### src/rtl/pipe_adder_pkg.sv
// Shared constants and elaboration helpers for the pipelined adder.
// Optional signed-overflow output is enabled with PIPE_ADDER_OVF_EN.
package pipe_adder_pkg;

    localparam int unsigned DEF_WIDTH = 32;
    localparam int unsigned DEF_CHUNK = 8;

    function automatic int unsigned calc_stages(input int unsigned width, input int unsigned chunk);
        return (chunk == 0) ? 0 : width / chunk;
    endfunction

    function automatic bit cfg_ok(input int unsigned width, input int unsigned chunk);
        return (chunk != 0) && (width != 0) && ((width % chunk) == 0);
    endfunction

endpackage

### src/rtl/pipe_adder_if.sv
// Operand/result handshake bundle for pipe_adder.
// io_out_Ovf exists only when PIPE_ADDER_OVF_EN is defined.
interface pipe_adder_if
    import pipe_adder_pkg::*;
#(
    parameter int unsigned WIDTH = DEF_WIDTH
);
    logic             io_in_valid;
    logic             io_in_ready;
    logic [WIDTH-1:0] io_in_A;
    logic [WIDTH-1:0] io_in_B;
    logic             io_in_Cin;
    logic             io_in_sub;
    logic             io_out_valid;
    logic             io_out_ready;
    logic [WIDTH-1:0] io_out_Sum;
    logic             io_out_Cout;
`ifdef PIPE_ADDER_OVF_EN
    logic             io_out_Ovf;
`endif

    modport master (
        output io_in_valid, io_in_A, io_in_B, io_in_Cin, io_in_sub, io_out_ready,
        input  io_in_ready, io_out_valid, io_out_Sum,
`ifdef PIPE_ADDER_OVF_EN
        input  io_out_Ovf,
`endif
        input  io_out_Cout
    );

    modport slave (
        input  io_in_valid, io_in_A, io_in_B, io_in_Cin, io_in_sub, io_out_ready,
        output io_in_ready, io_out_valid, io_out_Sum,
`ifdef PIPE_ADDER_OVF_EN
        output io_out_Ovf,
`endif
        output io_out_Cout
    );

endinterface

### src/rtl/pipe_adder_chunk.sv
// Combinational CHUNK-bit ripple-carry adder built from full-adder cells.
module adder_chunk #(
    parameter int unsigned CHUNK = 8
) (
    input  logic [CHUNK-1:0] a,
    input  logic [CHUNK-1:0] b,
    input  logic             cin,
    output logic [CHUNK-1:0] sum,
    output logic             cout
);

    always_comb begin : p_ripple
        logic c;
        c   = cin;
        sum = '0;
        for (int unsigned i = 0; i < CHUNK; i++) begin
            sum[i] = a[i] ^ b[i] ^ c;
            c      = (a[i] & b[i]) | (c & (a[i] ^ b[i]));
        end
        cout = c;
    end

endmodule

### src/rtl/pipe_adder.sv
// Pipelined WIDTH-bit add/subtract, one CHUNK-bit ripple segment per stage,
// bubble-collapsing valid/ready flow control. PIPE_ADDER_OVF_EN adds io_out_Ovf.
module pipe_adder
    import pipe_adder_pkg::*;
#(
    parameter int unsigned WIDTH = DEF_WIDTH,
    parameter int unsigned CHUNK = DEF_CHUNK
) (
    input logic        clock,
    input logic        reset,
    pipe_adder_if.slave io
);

    localparam int unsigned STAGES = calc_stages(WIDTH, CHUNK);
    localparam int unsigned LAST   = STAGES - 1;

    if (!cfg_ok(WIDTH, CHUNK)) begin : g_cfg_check
        $error("pipe_adder: WIDTH must be a nonzero multiple of CHUNK");
    end

    // Operands travel whole; sum chunks at and below the stage index are final.
    typedef struct packed {
        logic             valid;
        logic             carry;
        logic [WIDTH-1:0] a;
        logic [WIDTH-1:0] b;
        logic [WIDTH-1:0] sum;
    } stage_t;

    stage_t            st [STAGES];
    stage_t            up [STAGES];
    stage_t            nx [STAGES];
    logic [STAGES-1:0] rdy;
    logic [WIDTH-1:0]  chunk_sum;
    logic [STAGES-1:0] chunk_cout;

    always_comb begin : p_upstream
        up[0] = '{valid: io.io_in_valid,
                  carry: io.io_in_sub | io.io_in_Cin,
                  a:     io.io_in_A,
                  b:     io.io_in_sub ? ~io.io_in_B : io.io_in_B,
                  sum:   '0};
        for (int unsigned k = 1; k < STAGES; k++) begin
            up[k] = st[k-1];
        end
    end

    for (genvar k = 0; k < STAGES; k++) begin : g_stage
        adder_chunk #(.CHUNK(CHUNK)) u_chunk (
            .a    (up[k].a[k*CHUNK +: CHUNK]),
            .b    (up[k].b[k*CHUNK +: CHUNK]),
            .cin  (up[k].carry),
            .sum  (chunk_sum[k*CHUNK +: CHUNK]),
            .cout (chunk_cout[k])
        );
    end

    always_comb begin : p_next
        for (int unsigned k = 0; k < STAGES; k++) begin
            nx[k]                       = up[k];
            nx[k].carry                 = chunk_cout[k];
            nx[k].sum[k*CHUNK +: CHUNK] = chunk_sum[k*CHUNK +: CHUNK];
        end
    end

    // Unrolled form of rdy[k] = !v[k] || rdy[k+1]: any empty slot at or after k.
    always_comb begin : p_ready
        for (int unsigned k = 0; k < STAGES; k++) begin
            rdy[k] = io.io_out_ready;
            for (int unsigned j = k; j < STAGES; j++) begin
                if (!st[j].valid) rdy[k] = 1'b1;
            end
        end
    end

    always_ff @(posedge clock) begin
        for (int unsigned k = 0; k < STAGES; k++) begin
            if (reset) begin
                st[k] <= '0;
            end else if (rdy[k]) begin
                if (up[k].valid) st[k] <= nx[k];
                else             st[k].valid <= 1'b0;
            end
        end
    end

`ifdef PIPE_ADDER_OVF_EN
    logic ovf_q;
    logic msb_carry_in;

    assign msb_carry_in = up[LAST].a[WIDTH-1] ^ up[LAST].b[WIDTH-1] ^ chunk_sum[WIDTH-1];

    always_ff @(posedge clock) begin
        if (reset) begin
            ovf_q <= 1'b0;
        end else if (rdy[LAST] && up[LAST].valid) begin
            ovf_q <= msb_carry_in ^ chunk_cout[LAST];
        end
    end

    assign io.io_out_Ovf = ovf_q;
`endif

    assign io.io_in_ready  = rdy[0];
    assign io.io_out_valid = st[LAST].valid;
    assign io.io_out_Sum   = st[LAST].sum;
    assign io.io_out_Cout  = st[LAST].carry;

endmodule
### src/flat_wrapper.sv
// flat-port wrapper written by rule: the top's interface ports become plain ports
module pipe_adder_flat import pipe_adder_pkg::*;
#(
    parameter int unsigned WIDTH = DEF_WIDTH,
    parameter int unsigned CHUNK = DEF_CHUNK
)
  (clock, reset, io_io_in_valid, io_io_in_A, io_io_in_B, io_io_in_Cin, io_io_in_sub, io_io_out_ready, io_io_in_ready, io_io_out_valid, io_io_out_Sum, io_io_out_Cout);
  pipe_adder_if #(.WIDTH(WIDTH)) io_i ();
  input logic clock;
  input logic reset;
  input wire logic [$bits(io_i.io_in_valid)-1:0] io_io_in_valid;
  input wire logic [$bits(io_i.io_in_A)-1:0] io_io_in_A;
  input wire logic [$bits(io_i.io_in_B)-1:0] io_io_in_B;
  input wire logic [$bits(io_i.io_in_Cin)-1:0] io_io_in_Cin;
  input wire logic [$bits(io_i.io_in_sub)-1:0] io_io_in_sub;
  input wire logic [$bits(io_i.io_out_ready)-1:0] io_io_out_ready;
  output wire logic [$bits(io_i.io_in_ready)-1:0] io_io_in_ready;
  output wire logic [$bits(io_i.io_out_valid)-1:0] io_io_out_valid;
  output wire logic [$bits(io_i.io_out_Sum)-1:0] io_io_out_Sum;
  output wire logic [$bits(io_i.io_out_Cout)-1:0] io_io_out_Cout;
  assign io_i.io_in_valid = io_io_in_valid;
  assign io_i.io_in_A = io_io_in_A;
  assign io_i.io_in_B = io_io_in_B;
  assign io_i.io_in_Cin = io_io_in_Cin;
  assign io_i.io_in_sub = io_io_in_sub;
  assign io_i.io_out_ready = io_io_out_ready;
  assign io_io_in_ready = io_i.io_in_ready;
  assign io_io_out_valid = io_i.io_out_valid;
  assign io_io_out_Sum = io_i.io_out_Sum;
  assign io_io_out_Cout = io_i.io_out_Cout;
  pipe_adder #(.WIDTH(WIDTH), .CHUNK(CHUNK)) u_core (.clock(clock), .reset(reset), .io(io_i));
endmodule
### config.mk
export PLATFORM = sky130hd
export DESIGN_NAME = pipe_adder_flat
export DESIGN_NICKNAME = d
export VERILOG_FILES = /design/src/rtl/pipe_adder_pkg.sv /design/src/rtl/pipe_adder_if.sv /design/src/rtl/pipe_adder_chunk.sv /design/src/rtl/pipe_adder.sv /design/src/flat_wrapper.sv
export SDC_FILE = /design/constraint.sdc
export NUM_CORES = 1
export LEC_CHECK = 0
export CAP_MARGIN = 30
export CORE_UTILIZATION = 55
export DETAILED_ROUTE_END_ITERATION = 8
export PLACE_DENSITY = 0.78
export SLEW_MARGIN = 20
export SYNTH_ARGS = -nofsm -noshare
export SYNTH_HDL_FRONTEND = slang
export SYNTH_SLANG_ARGS = --single-unit
### constraint.sdc
create_clock -name clock -period 6.37 [get_ports clock]
set_input_delay 1.5925 -clock clock [delete_from_list [all_inputs] [get_ports clock]]
set_output_delay 1.5925 -clock clock [all_outputs]
set_load 0.02 [all_outputs]
Fig. 1: run 1, sizing map
Scale: 4 px per um.
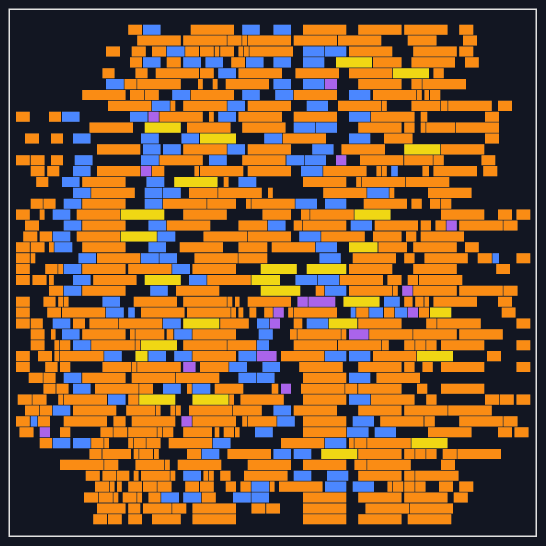
size	color	cells	share	most used
_3 and _4 cells	purple	17	2.6%	buf_4
_6 and larger	yellow	26	3.9%	clkbuf_16
_0 and _1 cells	orange	476	72%	edfxtp_1
_2 cells	blue	140	21%	a211oi_2
setup slack of the critical path after layout: 1.035 ns
Syn-to-layout area delta: 19.10%
area of all placed cells without fillers: 0.01097 mm2
count of non-CTS buffers in the layout: 119

Fig. 2: run 1, routing congestion
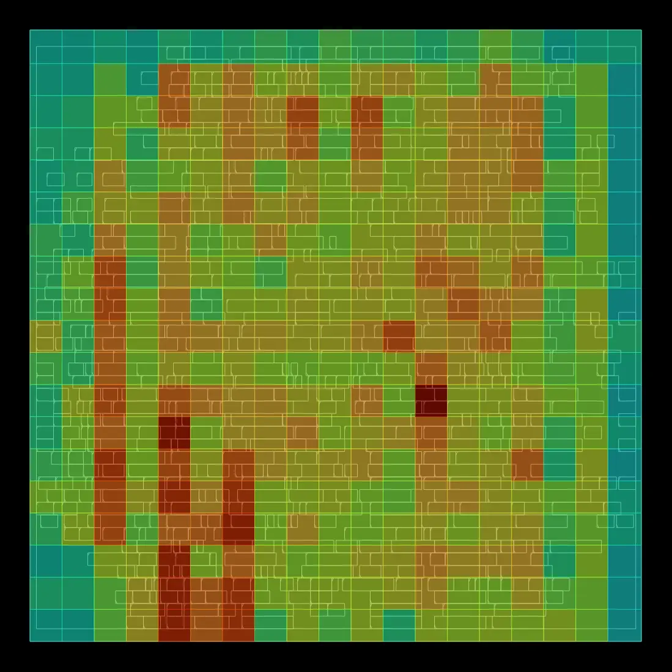
Finished Core Util: 68.07%
met1 layer usage reported by global route: 24.26%
average wire per standard cell: 16.73 um
overall track demand over capacity in global routing: 18.11%
GRT Max-Usage Layer: met2

Fig. 3: run 1, signal wires on met2
Scale: 3 px per um.
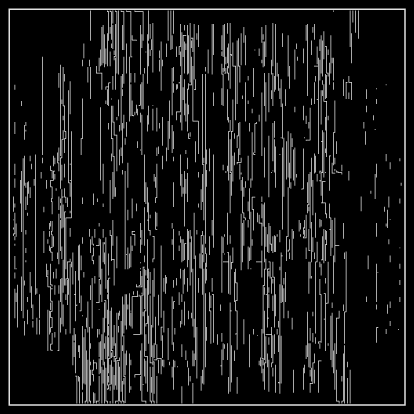
wire length on this layer	7300 um
share of all routed wire	50%
longest straight run	56.4 um
wirelength, routed: 14640 um
met2 capacity usage during global routing: 28.69%
vias post-DR: 4636

==> flow_summary.ini, run 1 <==
; implementation run metrics
[run_status]
outcome = complete, no violations

[worst_setup_path]
crit_family = adder cells
critical_path.endpoint_type = flop
path_common_cell = sky130_fd_sc_hd__fa_1
critical_path_cell_count = 15
worst-r2r-cell-count = 12

[layout]
nFillCells = 1057
flop_area_mm2 = 0.005525
sh_seq_area_pct = 50.37
clock_area_share_pct = 5.133
instances_no_fill = 875
insertedDiodeCount = 0
comb_area_mm2 = 0.003161

[synthesis]
netlist_top_cells_count = sky130_fd_sc_hd__edfxtp_1 (184), sky130_fd_sc_hd__inv_1 (58), sky130_fd_sc_hd__a211oi_2 (48)
synth-warning-count = 0
most_common_cell = sky130_fd_sc_hd__edfxtp_1
synthesis.nets = 668
yosysChipArea_mm2 = 0.009210
top_cell_area_share_pct = 59.99
synth.distinct_cells = 33
synth_cells = 566
async_flop_share_pct = 0
postSynthRegisterBits = 184

[clock_tree]
clock_tree_from_tritoncts = yes
h-tree-depth = 4
worst_skew_pair.late_latency_ns = 0.43
cts_buf_count = 17
clkSinkCount = 184
postCtsHoldBufs = 0

[floorplanning]
row_count = 46
design.core.area_mm2 = 0.01612
die_height_um = 131.4
io_pins = 105
fp_util_pct = 57.15

[sta]
final.setup.tns_ns = 0
fmax_mhz = 187.5
setup_repair_after_global_routing_missed_its_margin = no
max_slew.worst_pin.slew_ns = 0.9276
slew-limit-headroom_pct = 38.16

[min_path]
min-delay-start = u_core.st[0][60]
cell_depth_of_the_worst_min_delay_path = 1

[routing]
vias_per_cell = 5.298

[global_routing]
grt_pass1_vias = 4749
grt_first_pass_wirelength_um = 24420

[power]
total_leakage_power_nw = 3.694
irDropWorstVdd_uv = 220.3

[place]
numPortBuffers = 104
detailed_place_hpwl_um = 9788
run 1: cells by family (layout without fill, tap and decap cells):
| kind of cell | after synthesis | in the layout | share of synthesized area (%) |
|---|---|---|---|
| AOI/OAI and AO/OA | 62 | 62 | 7.648 |
| xor gates and xnor gates | 32 | 32 | 3.043 |
| adders and majority gates | 32 | 32 | 6.956 |
| buffers and inverters | 117 | 210 | 5.991 |
| DFF | 184 | 184 | 59.99 |
| and+or+nand+nor | 139 | 139 | 16.37 |
run 1: report_power, final:
part	switching, W	internal [W]
clock	0.000429	0.000575
sequential	0.0000230	0.00141
combinational	0.000148	0.000145
run 1: layer usage:
metal  routed length (um)  vias up  track usage (%)
met1                 6530     2257            24.26
met4                  199        0            7.752
met5                    0        -                0
met2                 7295      124            28.69
li1                     -     2238                -
met3                  616       17            3.858
==> run 2, diff against run 1 <==
--- a/config.mk
+++ b/config.mk
@@ -6,9 +6,9 @@
 export NUM_CORES = 1
 export LEC_CHECK = 0
 export CAP_MARGIN = 30
-export CORE_UTILIZATION = 55
+export CORE_UTILIZATION = 51
 export DETAILED_ROUTE_END_ITERATION = 8
-export PLACE_DENSITY = 0.78
+export PLACE_DENSITY = 0.76
 export SLEW_MARGIN = 20
 export SYNTH_ARGS = -nofsm -noshare
 export SYNTH_HDL_FRONTEND = slang
==> constraint.sdc (replaced) <==
create_clock -name clock -period 4.75 [get_ports clock]
set_input_delay 1.1875 -clock clock [delete_from_list [all_inputs] [get_ports clock]]
set_output_delay 1.1875 -clock clock [all_outputs]
set_load 0.02 [all_outputs]
==> flow_summary.ini, run 2 <==
; implementation run metrics
[layout]
clock_area_share_pct = 5.090
insertedDiodeCount = 0
instances_no_fill = 887

[clock_tree]
clock_tree_from_tritoncts = yes
worst_skew_pair.late_latency_ns = 0.42

[global_routing]
grt_first_pass_wirelength_um = 24250
grt_pass1_vias = 4710
groute.layer.met3.usage_pct = 3.430

[synthesis]
yosysChipArea_mm2 = 0.009210
synth.cellmix.xorXnorShare_pct = 3.043
most_common_cell = sky130_fd_sc_hd__edfxtp_1
async_flop_share_pct = 0
synth.logic.top_family = simple AND/OR/NAND/NOR gates

[min_path]
cell_depth_of_the_worst_min_delay_path = 1

[place]
numPortBuffers = 104

[worst_setup_path]
critical_path.endpoint_type = flop
worst-r2r-cell-count = 12

[run_status]
outcome = complete, no violations

[power]
power_frac_seq_pct = 52.6
irDropWorstVdd_uv = 270.6
comb_power_share_pct = 10.9
clock_power_w = 0.00133

[routing]
routed_wirelength_um = 14590
route.met2.wl_um = 7090
drt-met1-wl_um = 6675

[sta]
max_slew.worst_pin.slew_ns = 0.9307
==> run 2: netlist changes by cell type in the layout (fill, tap and decap cells not counted), moves of 2 or more <==
cell | previous run | this run
sky130_fd_sc_hd__buf_4 | 9 | 12
sky130_fd_sc_hd__clkbuf_1 | 3 | 1
sky130_fd_sc_hd__clkdlybuf4s50_1 | 102 | 99
sky130_fd_sc_hd__clkinv_2 | 2 | 7
sky130_fd_sc_hd__clkinvlp_4 | 3 | 1
sky130_fd_sc_hd__dlymetal6s2s_1 | 0 | 3
sky130_fd_sc_hd__fa_1 | 32 | 25
sky130_fd_sc_hd__fa_2 | 0 | 7
sky130_fd_sc_hd__inv_1 | 58 | 54
sky130_fd_sc_hd__inv_2 | 1 | 5
Fig. 4: run 2, cell density map
Scale: 3 px per um. The die is cut into 14 by 14 equal tiles; black is low, pale yellow is high, 0 to 100% covered.
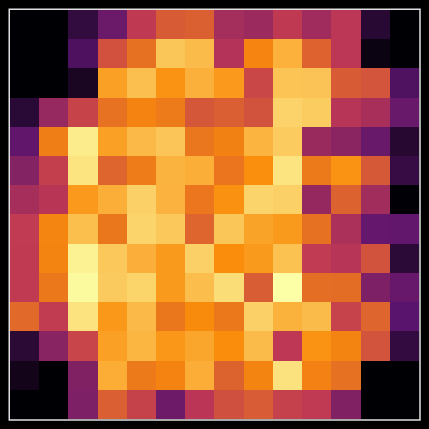
mean over tiles	58%
emptiest ninth of the die	north-west
tiles over 75% full	35%
densest ninth of the die	center
core outline area: 0.01748 mm2
Finished Core Util: 63.15%
FP Core Util: 52.70%

